### config.mk
export PLATFORM = sky130hd
export DESIGN_NAME = phase_sequencer
export DESIGN_NICKNAME = d
export VERILOG_FILES = /design/src/rtl/phase_seq_pkg.sv /design/src/rtl/phase_sequencer_wait_timer.sv /design/src/rtl/phase_sequencer.sv
export SDC_FILE = /design/constraint.sdc
export NUM_CORES = 1
export LEC_CHECK = 0
export CORE_MARGIN = 5
export CORE_UTILIZATION = 45
export CTS_BUF_LIST = sky130_fd_sc_hd__clkbuf_4
export DETAILED_ROUTE_END_ITERATION = 10
export PLACE_DENSITY = 0.75
export SKIP_CTS_REPAIR_TIMING = 1
export SLEW_MARGIN = 40
export SYNTH_ARGS = -nofsm -noshare
export SYNTH_HDL_FRONTEND = slang
export SYNTH_SLANG_ARGS = --single-unit
### constraint.sdc
create_clock -name clk -period 1.8 [get_ports clk]
set_clock_uncertainty 0.15 [all_clocks]
set_input_delay 0.36 -clock clk [delete_from_list [all_inputs] [get_ports clk]]
set_output_delay 0.36 -clock clk [all_outputs]
set_load 0.01 [all_outputs]
### src/rtl/phase_seq_pkg.sv
// Shared state encoding for the instruction-phase sequencer.
// EX phases occupy a contiguous block starting at S_EX_BASE, so the state width depends on EX_CYCLES.
package phase_seq_pkg;

    localparam int S_IF0     = 0;
    localparam int S_IF1     = 1;
    localparam int S_FF0     = 2;
    localparam int S_FF1     = 3;
    localparam int S_FF2     = 4;
    localparam int S_TF0     = 5;
    localparam int S_TF1     = 6;
    localparam int S_IT0     = 7;
    localparam int S_IT1     = 8;
    localparam int S_IT2     = 9;
    localparam int S_HALT    = 10;
    localparam int S_EX_BASE = 11;

    function automatic int state_w(input int ex_cycles);
        return $clog2(S_EX_BASE + ex_cycles);
    endfunction

endpackage

### src/rtl/phase_sequencer_wait_timer.sv
// Saturating wait-state counter with clear, increment and timeout compare.
// Clear has priority over increment.
module wait_timer #(
    parameter int TMO_W   = 4,
    parameter int TIMEOUT = 15
) (
    input  logic clk,
    input  logic reset,
    input  logic i_clr,
    input  logic i_inc,
    output logic o_expired
);

    logic [TMO_W-1:0] r_cnt;

    always_ff @(posedge clk) begin
        if (reset) begin
            r_cnt <= '0;
        end else if (i_clr) begin
            r_cnt <= '0;
        end else if (i_inc && (r_cnt != {TMO_W{1'b1}})) begin
            r_cnt <= r_cnt + TMO_W'(1);
        end
    end

    assign o_expired = (r_cnt == TMO_W'(TIMEOUT));

endmodule

### src/rtl/phase_sequencer.sv
// Instruction-phase sequencer: IF/FF/EX/TF/IT phase FSM with wait states,
// bus timeout recovery, execute hold and terminal halt. Outputs decode from state or are registered.
module phase_sequencer
    import phase_seq_pkg::*;
#(
    parameter int EX_CYCLES = 2,
    parameter int TMO_W     = 4,
    parameter int TIMEOUT   = 15
) (
    input  logic                 clk,
    input  logic                 reset,
    input  logic                 ITA,
    input  logic                 ACK,
    input  logic                 FROM_D,
    input  logic                 TO_D,
    input  logic                 EX_HOLD,
    output logic [1:0]           IF_PH,
    output logic [2:0]           FF_PH,
    output logic [1:0]           TF_PH,
    output logic [EX_CYCLES-1:0] EX_PH,
    output logic [2:0]           IT_PH,
    output logic                 MREQ,
    output logic                 INSTR_DONE,
    output logic                 BUS_ERR,
    output logic                 HALTED
);

    localparam int SW = state_w(EX_CYCLES);

    localparam logic [SW-1:0] ST_IF0  = SW'(S_IF0);
    localparam logic [SW-1:0] ST_IF1  = SW'(S_IF1);
    localparam logic [SW-1:0] ST_FF0  = SW'(S_FF0);
    localparam logic [SW-1:0] ST_FF1  = SW'(S_FF1);
    localparam logic [SW-1:0] ST_FF2  = SW'(S_FF2);
    localparam logic [SW-1:0] ST_TF0  = SW'(S_TF0);
    localparam logic [SW-1:0] ST_TF1  = SW'(S_TF1);
    localparam logic [SW-1:0] ST_IT0  = SW'(S_IT0);
    localparam logic [SW-1:0] ST_IT1  = SW'(S_IT1);
    localparam logic [SW-1:0] ST_IT2  = SW'(S_IT2);
    localparam logic [SW-1:0] ST_HALT = SW'(S_HALT);
    localparam logic [SW-1:0] ST_EX0  = SW'(S_EX_BASE);
    localparam logic [SW-1:0] ST_EXL  = SW'(S_EX_BASE + EX_CYCLES - 1);

    logic [SW-1:0] r_state;
    logic [SW-1:0] w_next;
    logic          r_done;
    logic          r_berr;
    logic          w_done_nxt;
    logic          w_berr_nxt;
    logic          w_in_wait;
    logic          w_expired;

    assign w_in_wait = (r_state == ST_IF1) || (r_state == ST_FF1) ||
                       (r_state == ST_TF1) || (r_state == ST_IT1);

    // Counter is held clear outside wait phases, so every wait phase starts at zero.
    wait_timer #(
        .TMO_W   (TMO_W),
        .TIMEOUT (TIMEOUT)
    ) u_wait_timer (
        .clk       (clk),
        .reset     (reset),
        .i_clr     (!w_in_wait),
        .i_inc     (w_in_wait && !ACK),
        .o_expired (w_expired)
    );

    always_ff @(posedge clk) begin
        if (reset) begin
            r_state <= ST_IF0;
            r_done  <= 1'b0;
            r_berr  <= 1'b0;
        end else begin
            r_state <= w_next;
            r_done  <= w_done_nxt;
            r_berr  <= w_berr_nxt;
        end
    end

    // ACK is tested before the timeout so an acknowledge on the expiry cycle still advances normally.
    always_comb begin
        w_next     = r_state;
        w_done_nxt = 1'b0;
        w_berr_nxt = 1'b0;
        case (r_state)
            ST_IF0: w_next = ST_IF1;
            ST_IF1: begin
                if (ACK) begin
                    w_next = FROM_D ? ST_FF0 : ST_EX0;
                end else if (w_expired) begin
                    w_next     = ST_IT0;
                    w_berr_nxt = 1'b1;
                end
            end
            ST_FF0: w_next = ST_FF1;
            ST_FF1: begin
                if (ACK) begin
                    w_next = ST_FF2;
                end else if (w_expired) begin
                    w_next     = ST_IT0;
                    w_berr_nxt = 1'b1;
                end
            end
            ST_FF2: w_next = ST_EX0;
            ST_TF0: w_next = ST_TF1;
            ST_TF1: begin
                if (ACK) begin
                    w_next     = ITA ? ST_IT0 : ST_IF0;
                    w_done_nxt = 1'b1;
                end else if (w_expired) begin
                    w_next     = ST_IT0;
                    w_berr_nxt = 1'b1;
                end
            end
            ST_IT0: w_next = ST_IT1;
            ST_IT1: begin
                if (ACK) begin
                    w_next = ST_IT2;
                end else if (w_expired) begin
                    w_next     = ST_HALT;
                    w_berr_nxt = 1'b1;
                end
            end
            ST_IT2:  w_next = ST_IF0;
            ST_HALT: w_next = ST_HALT;
            default: begin
                if ((r_state >= ST_EX0) && (r_state <= ST_EXL)) begin
                    if (!EX_HOLD) begin
                        if (r_state != ST_EXL) begin
                            w_next = r_state + SW'(1);
                        end else if (TO_D) begin
                            w_next = ST_TF0;
                        end else begin
                            w_next     = ITA ? ST_IT0 : ST_IF0;
                            w_done_nxt = 1'b1;
                        end
                    end
                end else begin
                    w_next = ST_IF0;
                end
            end
        endcase
    end

    always_comb begin
        IF_PH = {r_state == ST_IF1, r_state == ST_IF0};
        FF_PH = {r_state == ST_FF2, r_state == ST_FF1, r_state == ST_FF0};
        TF_PH = {r_state == ST_TF1, r_state == ST_TF0};
        IT_PH = {r_state == ST_IT2, r_state == ST_IT1, r_state == ST_IT0};
        EX_PH = '0;
        for (int k = 0; k < EX_CYCLES; k++) begin
            EX_PH[k] = (r_state == SW'(S_EX_BASE + k));
        end
    end

    assign MREQ       = w_in_wait;
    assign HALTED     = (r_state == ST_HALT);
    assign INSTR_DONE = r_done;
    assign BUS_ERR    = r_berr;

endmodule

### Power grid

Bar = 20 microns. Pins as bars on the die edge. Tap cells in grey.
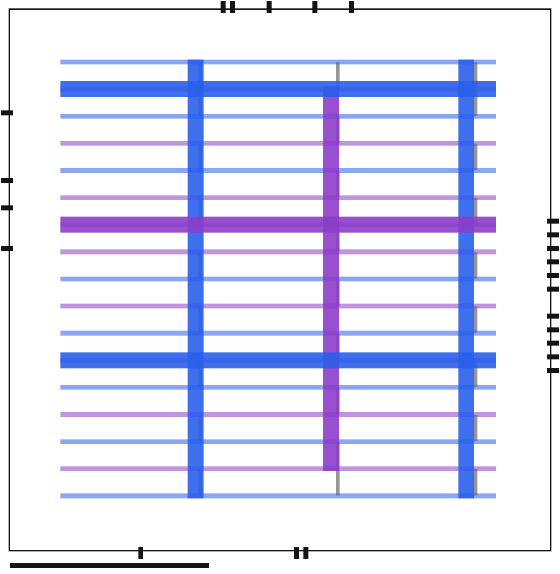
| net | colour |
|---|---|
| VDD | purple |
| VSS | blue |
tap cells: 27
met1 rails: 17
signal pins: 23
met4 straps: 3

### Cells coloured by class

Bar = 20 microns.
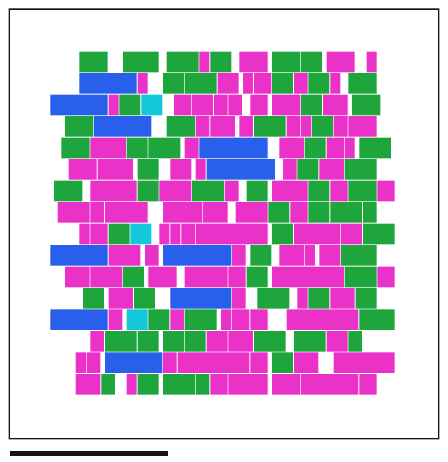
| class | colour | cells |
|---|---|---|
| combinational and other logic | magenta | 98 |
| other buffers and delay cells | green | 64 |
| clock drivers | cyan | 3 |
| flops | blue | 10 |
Seq/total area: 0.129
Rows: 16

### Clock wires, drivers and flops

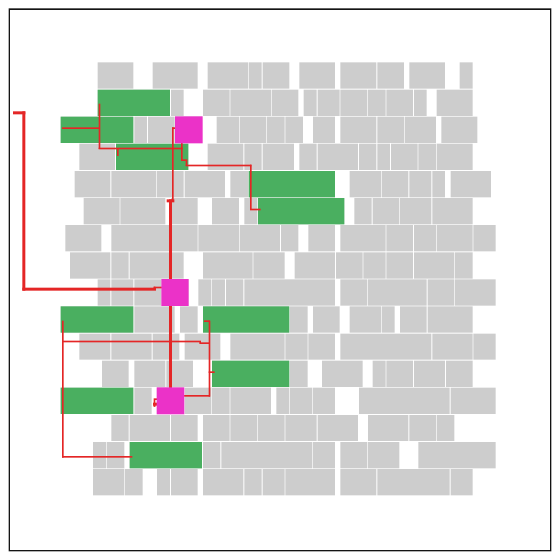
[clock drivers] magenta | count: 3
[clock wires] red | length: 146 microns
[flip-flops] green | count: 10
routed clock nets: 4
clock group power: 0.150 mW
Clk pwr share: 0.061
clk_lat worst skew: 0.26 ns

### Signal wires by layer

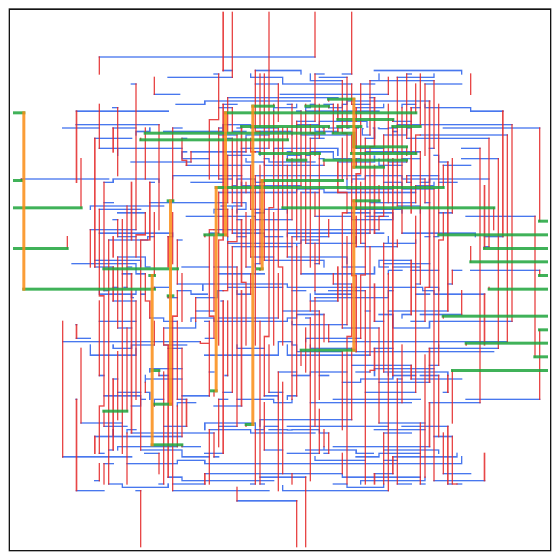
| layer | colour | wire length |
|---|---|---|
| metal 4 | orange | 150 microns |
| metal 3 | green | 279 microns |
| metal 2 | red | 1900 microns |
| metal 1 | blue | 1480 microns |

==> impl_metrics.py <==
# Auto-generated metrics
metrics = {
    "cells_and_area": {
        "comb_share": 0.473,
        "layout.nets": 189,
        "final_util": 0.866,
        "seqCellArea_sq_um": 213,
        "drive_above_1_share": 0.571,
        "comb_cells": 91,
        "stdcell_area_sq_um": 1650,
        "fill_cells": 84,
        "most-common-layout-cells": "buf_4 (32), buf_6 (16), clkdlybuf4s50_1 (9)",
        "buffer_area_frac": 0.345,
    },
    "placed_design": {
        "dp.cells": 188,
        "place_ws_ns": -0.221,
    },
    "setup_path": {
        "crit_path_end": "IF_PH[0]",
        "r2r_slack_ns": -0.23,
        "cp.arrival_ns": 1.57,
        "critPathCaptureType": "primary output",
        "rr_startpoint": "r_state[0]",
        "critPathLaunch": "r_state[3]",
        "regToRegEndpoint": "r_state[3]",
    },
    "power_and_ir_drop": {
        "power_density_nw_per_um2": 1490,
        "peakVddDrop_v": 0.00135,
        "total_power_mw": 2.46,
        "switchingPower_mw": 1.08,
        "p_int_mw": 1.38,
        "swShare": 0.439,
        "leakagePower_nw": 0.789,
        "combinationalPowerShare": 0.779,
    },
    "synthesis": {
        "fa_ha_area_frac": 0.0712,
        "yosys.area.top_type": "dfxtp_1",
        "top_cells_by_count": "a21oi_1 (10), dfxtp_1 (10), o21ai_0 (9)",
        "ys_cells": 113,
        "avgSynthCellArea_sq_um": 7.77,
        "compound_area_frac": 0.239,
        "flop_cell": "dfxtp_1",
        "yosysWarnings": 0,
        "ys_sh_mux": 0,
        "synth_xor_xnor_area_share": 0.00997,
    },
    "global_routing": {
        "grt-ovfl-total": 0,
        "grt_pass1_wl_microns": 4520,
        "grt_max_degree": 10,
        "use_met3": 0.0305,
        "grt-busiest-layer": "met2",
    },
    "drt": {
        "drt-met1-wl_microns": 1480,
        "vias": 1159,
        "routed-wl-met3_microns": 278,
        "drt_iter0_markers": 52,
        "viasPerCell": 5.74,
        "wl_microns": 3800,
        "drt-pass1-iter-count": 5,
    },
    "run_status": {
        "outcome": "finished with violations",
        "violations": "setup timing",
    },
    "final_timing": {
        "finalHoldViolCount": 0,
        "slew_headroom": 0.669,
        "slew_viol_final": 0,
        "period_used_share": 1.16,
        "rsz0062_at_grt": "yes",
        "worst_slack_ns": -0.280,
        "setup_violations": 13,
        "worst_pin_slew_ns": 0.491,
        "whs_ns": 0.366,
        "tns_ns": -1.59,
        "finalCriticalPeriod_ns": 2.08,
        "max_freq_mhz": 481,
    },
    "clocking": {
        "cts-root-buf": "clkbuf_4",
        "tritoncts": "built",
        "htree_levels": 1,
    },
    "floorplanning": {
        "die_width_microns": 54.2,
        "die-area_sq_um": 2940,
    },
    "job": {
        "warning_count": 31,
    },
}
Power figures rest on the tool's default switching activity, not on a simulated workload.
